<file path="src/rtl/spi_adder_slave.sv">
// spi_adder_slave: SPI slave that returns (previous word + ADDEND) full-duplex.
// Define SPI_ADDER_SAT_EN to saturate the sum at 2^WIDTH-1 instead of wrapping.
module spi_adder_slave #(
  parameter int WIDTH  = 8,
  parameter int ADDEND = 25,
  parameter int CPOL   = 0,
  parameter int CPHA   = 0
) (
  input  logic             clk,
  input  logic             negrst,
  input  logic             sclk,
  input  logic             mosi,
  input  logic             negss,
  output logic             miso,
  output logic [WIDTH-1:0] rx_data,
  output logic             rx_valid,
  output logic [15:0]      frame_cnt
);
  localparam int CW = $clog2(WIDTH);
  typedef enum logic {IDLE, SHIFT} state_t;
  state_t           state_q, state_d;
  logic             sclk_m_q, sclk_s_q, sclk_p_q, mosi_m_q, mosi_s_q, ss_m_q, ss_s_q;
  logic [CW-1:0]    bit_cnt_q, bit_cnt_d;
  logic [WIDTH-2:0] rx_shift_q, rx_shift_d;
  logic [WIDTH-1:0] tx_shift_q, tx_shift_d, result_q, result_d, rx_data_q, rx_data_d;
  logic [WIDTH-1:0] word, sum;
  logic             rx_valid_q, rx_valid_d, miso_q, miso_d;
  logic [15:0]      frame_cnt_q, frame_cnt_d;
  logic             rise, fall, sample_edge, shift_edge;
  assign rise        = sclk_s_q & ~sclk_p_q;
  assign fall        = ~sclk_s_q & sclk_p_q;
  // Leading edge is the rise when CPOL=0; CPHA picks leading or trailing for sampling.
  assign sample_edge = (CPOL == CPHA) ? rise : fall;
  assign shift_edge  = (CPOL == CPHA) ? fall : rise;
  assign word        = {rx_shift_q, mosi_s_q};
`ifdef SPI_ADDER_SAT_EN
  logic [WIDTH:0] sum_w;
  assign sum_w = {1'b0, word} + (WIDTH+1)'(ADDEND);
  assign sum   = sum_w[WIDTH] ? '1 : sum_w[WIDTH-1:0];
`else
  assign sum = word + WIDTH'(ADDEND);
`endif
  always_comb begin
    state_d     = state_q;
    bit_cnt_d   = bit_cnt_q;
    rx_shift_d  = rx_shift_q;
    tx_shift_d  = tx_shift_q;
    result_d    = result_q;
    rx_data_d   = rx_data_q;
    frame_cnt_d = frame_cnt_q;
    rx_valid_d  = 1'b0;
    if (state_q == IDLE) begin
      if (!ss_s_q) begin
        state_d    = SHIFT;
        bit_cnt_d  = '0;
        tx_shift_d = result_q;
      end
    end else if (ss_s_q) begin
      state_d    = IDLE;
      bit_cnt_d  = '0;
      rx_shift_d = '0;
    end else if (sample_edge) begin
      rx_shift_d = word[WIDTH-2:0];
      if (bit_cnt_q == CW'(WIDTH-1)) begin
        bit_cnt_d   = '0;
        rx_data_d   = word;
        rx_valid_d  = 1'b1;
        result_d    = sum;
        tx_shift_d  = sum;
        frame_cnt_d = frame_cnt_q + 16'd1;
      end else begin
        bit_cnt_d = bit_cnt_q + 1'b1;
      end
    end else if (shift_edge && bit_cnt_q != '0) begin
      tx_shift_d = {tx_shift_q[WIDTH-2:0], 1'b0};
    end
    miso_d = (state_d == SHIFT) ? tx_shift_d[WIDTH-1] : 1'b0;
  end
  always_ff @(posedge clk or negedge negrst) begin
    if (!negrst) begin
      sclk_m_q    <= 1'b0;
      sclk_s_q    <= 1'b0;
      sclk_p_q    <= 1'b0;
      mosi_m_q    <= 1'b0;
      mosi_s_q    <= 1'b0;
      ss_m_q      <= 1'b1;
      ss_s_q      <= 1'b1;
      state_q     <= IDLE;
      bit_cnt_q   <= '0;
      rx_shift_q  <= '0;
      tx_shift_q  <= '0;
      result_q    <= '0;
      rx_data_q   <= '0;
      rx_valid_q  <= 1'b0;
      frame_cnt_q <= '0;
      miso_q      <= 1'b0;
    end else begin
      sclk_m_q    <= sclk;
      sclk_s_q    <= sclk_m_q;
      sclk_p_q    <= sclk_s_q;
      mosi_m_q    <= mosi;
      mosi_s_q    <= mosi_m_q;
      ss_m_q      <= negss;
      ss_s_q      <= ss_m_q;
      state_q     <= state_d;
      bit_cnt_q   <= bit_cnt_d;
      rx_shift_q  <= rx_shift_d;
      tx_shift_q  <= tx_shift_d;
      result_q    <= result_d;
      rx_data_q   <= rx_data_d;
      rx_valid_q  <= rx_valid_d;
      frame_cnt_q <= frame_cnt_d;
      miso_q      <= miso_d;
    end
  end
  assign miso      = miso_q;
  assign rx_data   = rx_data_q;
  assign rx_valid  = rx_valid_q;
  assign frame_cnt = frame_cnt_q;
endmodule

</file>
<file path="config.mk">
export PLATFORM = sky130hd
export DESIGN_NAME = spi_adder_slave
export DESIGN_NICKNAME = d
export VERILOG_FILES = /design/src/rtl/spi_adder_slave.sv
export SDC_FILE = /design/constraint.sdc
export NUM_CORES = 1
export LEC_CHECK = 0
export CAP_MARGIN = 10
export CORE_MARGIN = 2
export CORE_UTILIZATION = 48
export CTS_CLUSTER_DIAMETER = 120
export DETAILED_ROUTE_END_ITERATION = 7
export HOLD_SLACK_MARGIN = 0.08
export PLACE_DENSITY_LB_ADDON = 0.05
export SLEW_MARGIN = 0
export SYNTH_ARGS = -nofsm -noshare
export SYNTH_HDL_FRONTEND = slang
export SYNTH_SLANG_ARGS = --single-unit
</file>
<file path="constraint.sdc">
create_clock -name clk -period 2.45 [get_ports clk]
set_input_delay 0.735 -clock clk [delete_from_list [all_inputs] [get_ports clk]]
set_output_delay 0.735 -clock clk [all_outputs]
set_load 0.05 [all_outputs]
</file>
==> Changelog: implementation, run 1 <==
### Changed

* Synth flops at 60
* Power consumed by combinational cells at 87.8 uW
* Cell area after placement at just over 0.003 sq mm
* Post-route insts no fill at 358
* Top cell area share at around 54%
* Cycle use final at just under 100%
* CP endpoint kind: output pin
* Number of logic gates at ~170
* Buffer count from post-CTS setup fixing at 0
* CP max-delay cell: clkdlybuf4s50_1
* Fillers at 486
* Crit-path max FO at 7
* Iter 0 DRT Violations at slightly above 80
* Pre-antenna DRT Iters at 4
* Buffering overhead at 9.866%
* F_max at ~420 MHz
* Critical path data arrival time at about 1.6 ns
* Status: complete, no violations
* Multiplexer share at under 10%
* Kind of cell adding the most delay to the critical path: buffers and inverters
* CTS resizes at 0
* Chip Width at ~79 um
* Synth Instances at 245
run_1/ff_map.png
Bar = 20 um.
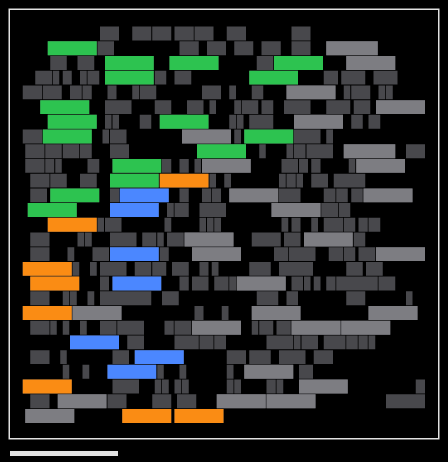
Key: rx_data = orange [placed flops 8]; rx_shift_q = blue [placed flops 7]; frame_cnt = green [placed flops 16]
FF+latch area: 0.001504 sq mm
sequential cell area share: 45.97%

run_1/layers.png
Only two layers are drawn.
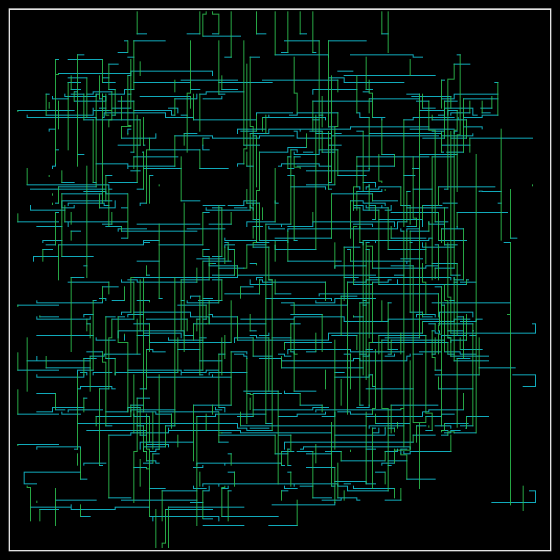
Key: M1 = cyan [wire length 2,660 um]; M2 = green [wire length 2,410 um]
Avg WL per Cell: 15.09 um
via count: 1,922

run_1/clock_nets.png
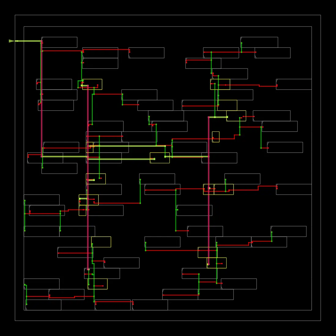
number of clock buffers in the layout: 12
flop count: 60

run_1/pinout.png
Pins as bars across the die edge, other pins in grey.
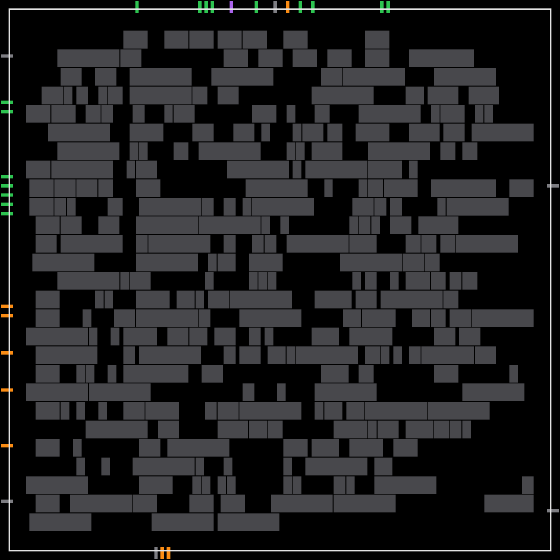

==> run 2: changes to the inputs <==
--- a/config.mk
+++ b/config.mk
@@ -5,9 +5,10 @@
 export SDC_FILE = /design/constraint.sdc
 export NUM_CORES = 1
 export LEC_CHECK = 0
+export ABC_AREA = 1
 export CAP_MARGIN = 10
 export CORE_MARGIN = 2
-export CORE_UTILIZATION = 48
+export CORE_UTILIZATION = 50
 export CTS_CLUSTER_DIAMETER = 120
 export DETAILED_ROUTE_END_ITERATION = 7
 export HOLD_SLACK_MARGIN = 0.08
run_2/pinout.png
Pins as bars across the die edge, other pins in grey.
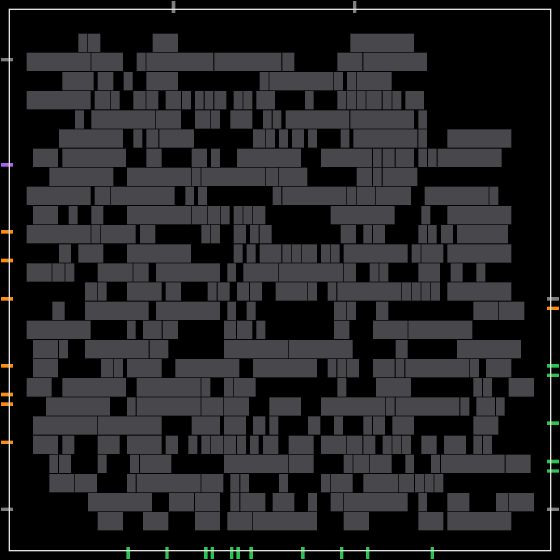
Key: sclk = purple [pins 1, direction input, edge west]; frame_cnt = green [pins 16, direction output, edge 11 south, 5 east]; rx_data = orange [pins 8, direction output, edge 7 west, 1 east]
port bufs: 30
Die Y: 76.75 um
Chip Width: 76.75 um

==> run 2 against run 1 <==
Compared with the run above:
- combinational power down 0.8%
- cell count up 11%
- register-to-register slack better by 0.18 ns
- core utilization up 3.7 points
- synthesized cell count up 14%
- critical path depth unchanged
- sequential share of layout area up 0.41 points
- non-clock buffer count up 1
- via count up 4.3%
- wire length down 4.2%
- flip-flop count unchanged
- hold slack worse by 0.0096 ns
==> Changelog: implementation, run 2 <==
### Changed

* Power consumed by combinational cells at 87.1 uW (was 87.8 uW)
* Cycle use final at 95.47% (was 96.45%)
* Synth flops at 60 (unchanged)
* Layout clock area frac at 5.903% (was 5.736%)
* Avg Cell Area, Syn at 9.451 sq um (was 11.07 sq um)
* Avg WL per Cell at 13.07 um (was 15.09 um)
* Fp_density at 51.81% (was 49.54%)
* Buffering overhead at 10.19% (was 9.866%)
* Root Buffer: clkbuf_8 (unchanged)
* Final Util at 63.50% (was 59.79%)
* Crit path from: frame_cnt[3] (was frame_cnt[4])
* F_max at 427.6 MHz (was 423.2 MHz)
* Fillers at 421 (was 486)
* CP endpoint kind: output pin (unchanged)
* Cell area after placement at 0.003052 sq mm (was 0.003084 sq mm)
* Pre-antenna DRT Iters at 4 (unchanged)
* Number of logic gates at 183 (was 167)
* Status: complete, no violations (unchanged)
* Top cell area share at 54.85% (was 53.53%)
* Via count at 2,005 (was 1,922)
* Synth Instances at 280 (was 245)
* Multiplexer share at 0% (was 2.030%)
* Iter 0 DRT Violations at 86 (was 82)
* Crit path launch type: register (unchanged)
* Post-route insts no fill at 396 (was 358)
* Sequential cell area share at 46.37% (was 45.97%)
* TritonCTS clock tree: built (unchanged)
* Kind of cell adding the most delay to the critical path: buffers and inverters (unchanged)
* Tot Pwr at 1957 uW (was 1932 uW)
* CP max-delay cell: clkdlybuf4s50_1 (unchanged)
* Critical path data arrival time at 1.60 ns (was 1.63 ns)
* Flop count at 60 (unchanged)
* Fin worst setup slack at 0.1111 ns (was 0.08705 ns)
* FF+latch area at 0.001504 sq mm (unchanged)
* Buffer count from post-CTS setup fixing at 0 (unchanged)
* Metal3 WL at 189 um (was 210 um)
* Post-synth EDFFs at 0 (unchanged)
* XOR Share, Synth at 4.634% (was 6.138%)
run_2/clock_nets.png
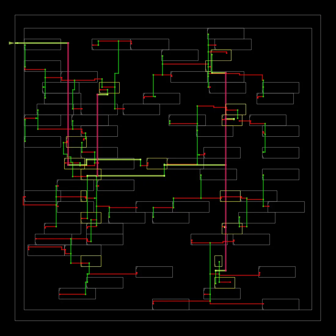
clk_lat worst skew: 0.33 ns
number of clock buffers in the layout: 15
CTS sink count: 60

Power figures rest on the tool's default switching activity, not on a simulated workload.
